==> config.mk <==
export PLATFORM = sky130hd
export DESIGN_NAME = oper_sel_stage
export DESIGN_NICKNAME = d
export VERILOG_FILES = /design/src/rtl/oper_sel_stage.sv
export SDC_FILE = /design/constraint.sdc
export NUM_CORES = 1
export LEC_CHECK = 0
export ABC_AREA = 1
export ABC_CLOCK_PERIOD_IN_PS = 3630
export CAP_MARGIN = 20
export CORE_UTILIZATION = 45
export CTS_BUF_LIST = sky130_fd_sc_hd__clkbuf_8
export CTS_CLUSTER_DIAMETER = 60
export DETAILED_ROUTE_END_ITERATION = 10
export PLACE_DENSITY_LB_ADDON = 0.25
export SLEW_MARGIN = 30
export SYNTH_ARGS = -nofsm -noshare
export SYNTH_HDL_FRONTEND = slang
export SYNTH_SLANG_ARGS = --single-unit
==> constraint.sdc <==
create_clock -name clk -period 3.63 [get_ports clk]
set_input_delay 0.726 -clock clk [delete_from_list [all_inputs] [get_ports clk]]
set_output_delay 0.726 -clock clk [all_outputs]
set_load 0.02 [all_outputs]
Figure 1. Signal wires on met1.
Bar = 20 µm. Supply wires on this layer in gray.
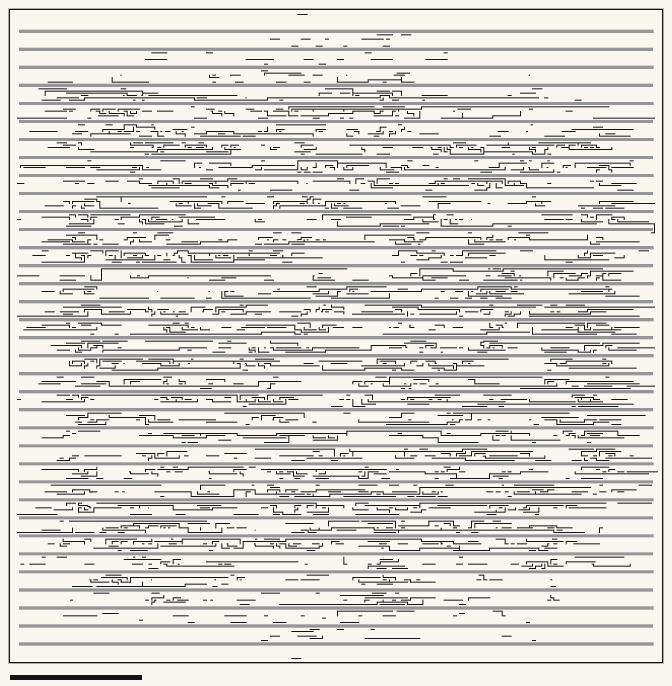
- share of all routed wire: 44%
- main direction: horizontal
- nets with wire on the layer: 843
- wire length on this layer: 5050 µm
detailed-route wire length: 11500 µm
vias post-DR: 4551
M1 GR Usage: 28.3%

Figure 2. Selected gate families.
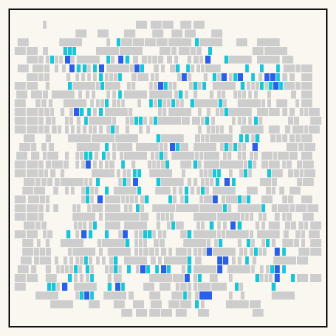
- blue: inverting AOI/OAI gates (cells 38; most used a21oi_1; where widely spread)
- cyan: inverters (cells 139; most used inv_1)
post-route insts no fill: 960
proportion of cell area occupied by multi-input gates: 35.0%

Figure 3. Clock nets.
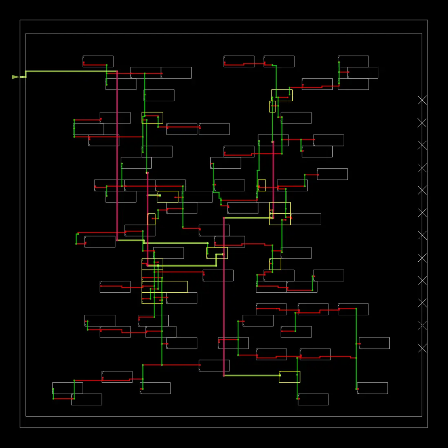
clock buffer count: 10
worst clock skew on the final layout: 0.0114 ns
number of buffers created by CTS: 9
Sinks on Clock Net: 70
clock network power: 0.617 mW

Figure 4. Metal 2.
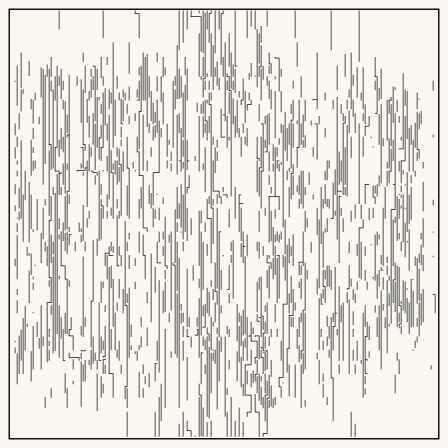
- wire length on this layer: 5540 µm
- nets with wire on the layer: 691
GR Layer Usage met2: 44.6%

Figure 5. Metal 3.
Bar = 20 µm. Cells faint in the background.
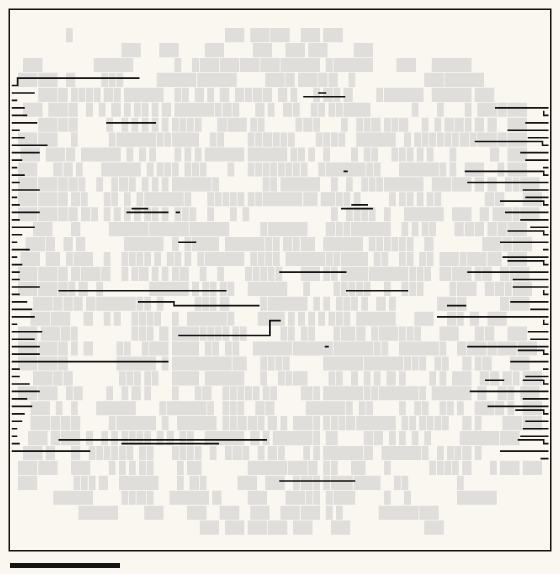
- nets with wire on the layer: 111
- wire length on this layer: 707 µm
- longest straight run: 37.7 µm
- share of all routed wire: 6.2%
met3 track demand over resource in global routing: 3.90%

==> summary.txt <==
Figures from the flow reports.

Die:
- The run gives the area of the core region as a little under 0.009 mm².
- The floorplan report lists the tap cell count as 108.
- The run gives the row count as 34.
- The run puts the die width at 98.4 µm.
- At the floorplan stage, the core utilization is reported as about 47%.
- The run puts the die height at approximately 98 µm.

Final layout:
- The run puts the area overhead of the layout relative to synthesis at 36.5%.
- The layout report lists the combined flip-flop and latch area as 0.00140 mm².
- Of the cells placed in the final design, the portion with a size suffix greater than 1 is approximately 4%.
- The design has approximately 70 sequential cells.
- The most common logic cells in the final layout are 233 x sky130_fd_sc_hd__nand2_1, 137 x sky130_fd_sc_hd__clkdlybuf4s50_1, 135 x sky130_fd_sc_hd__inv_1, 106 x sky130_fd_sc_hd__nor2_1, 96 x sky130_fd_sc_hd__nand3_1.
- Multi-input combinational cells in the finished layout were counted as between 400 and 500.
- The run gives the biggest area consumer among cell classes as combinational gates.
- The run puts the number of nets at the end of the flow at ~950.
- The run gives the utilization after layout as 64.5%.
- The run gives the fraction of area in registers as around 25%.

Route:
- The run gives the number of nets with antenna violations after routing as 0.
- The run gives the detailed-route wire length per cell as between 10 and 15 µm.
- Per the log, the first TritonRoute iteration ended with a DRC count of around 200.
- The run gives the post-route DRC violation count as 12.
- The run gives the highest routing layer actually used as met4.
- The run gives the total length of routed met3 wires as 707 µm.

STA:
- The run puts the number of setup violations in the final report at 0.
- The run puts the final hold slack at 0.474 ns.
- For this run, the top clock speed supported by timing is 407 MHz.
- The run gives the smallest setup slack after layout as about 1.2 ns.
- The run puts the minimum clock period at 2.45 ns.
- The run gives the aggregate negative setup slack as 0 ns.
- The run gives the share of the clock period used by the worst path as approximately 68%.
- Pins over their slew limit in the final report were tallied at 0.

GRT:
- The run puts the global route total overflow at 0.
- The initial antenna violation count came to 0.

Worst hold path:
- The worst hold path passes through 2 cells.
- The run gives the worst min-delay path category as flip-flop to flip-flop.

Synthesis:
- In the Yosys report, the sequential cells make up about a third of the chip area.
- The run puts the proportion of netlist area held by the largest area contributor at between 30% and 40%.
- The run gives the dominant register cell as sky130_fd_sc_hd__dfxtp_1.
- Yosys shows that the main logic family after synthesis is simple AND/OR/NAND/NOR gates.
- The run gives the cell count in the Yosys report as ~740.
- The run puts the cell count after synthesis at 735.
- Counting flops with a built-in enable in the synthesized netlist gives 0.
- The biggest area contributor in the post-synthesis netlist is sky130_fd_sc_hd__dfxtp_1.
- The run gives the post-synthesis sequential element count as roughly 70.
- The run puts the proportion of register bits with asynchronous set or reset after synthesis at 0%.
- The run puts the area fraction in mux cells at 0%.
- The run gives the number of library cell types mapped by synthesis as 20.
- The run puts the netlist area before placement at 0.00418 mm².
- Yosys printed 0 warnings.

Critical path:
- The run gives the setup slack on the worst flop-to-flop path as between 1.5 and 2 ns.
- For the worst flop-to-flop path, the logic depth is 7.
- The critical path goes through buf_2, nor2_4, clkdlybuf4s50_1.
- The number of buffers and inverters on the critical path is 2.
- The critical path's slowest stage uses the library cell sky130_fd_sc_hd__clkdlybuf4s50_1.
- The run puts the largest fanout on the critical path at 19.
- The run gives the critical path data required time as ~2.9 ns.
- STA classifies the critical path endpoint as a primary output.
- STA classifies the critical path startpoint as an input pin.

Pwr:
- The run gives the static power due to leakage as slightly above 3 nW.
- The run gives the total power as ~1.8 mW.
- The run gives the fraction of power consumed by sequential logic as between 40% and 50%.
- Net switching is 26.9% of the power.
- The run puts the power of the sequential group at around 0.8 mW.
- In this run, the combinational gates consume between 20 and 25% of the power.
- The clock network is responsible for ~35% of the overall power.

Clocking:
- The run puts the total setup buffers inserted after CTS at 0.
- For the worst-skew pair, the clock arrives at the later sink with an insertion delay of between 0.3 and 0.4 ns.
- The run gives the buffer type at the clock tree root as sky130_fd_sc_hd__clkbuf_8.
- TritonCTS built the clock tree.

Placed design:
- The run puts the worst slack at placement at roughly 1.0 ns.
- The run puts the post-detailed-placement cell area at 0.00552 mm².
- The run gives the final estimated routing congestion in global placement as 0.844.
- The run puts the post-detailed-placement half-perimeter wirelength at roughly 8000 µm.
- Once placement completed, the tool counted placed cells totaling approximately 950.

Run status:
- The flow ran to the end, but the final reports show violations.
- The checks that failed: DRC.

Run:
- The run puts the count of maximum capacitance violations at 0.
Power figures rest on the tool's default switching activity, not on a simulated workload.
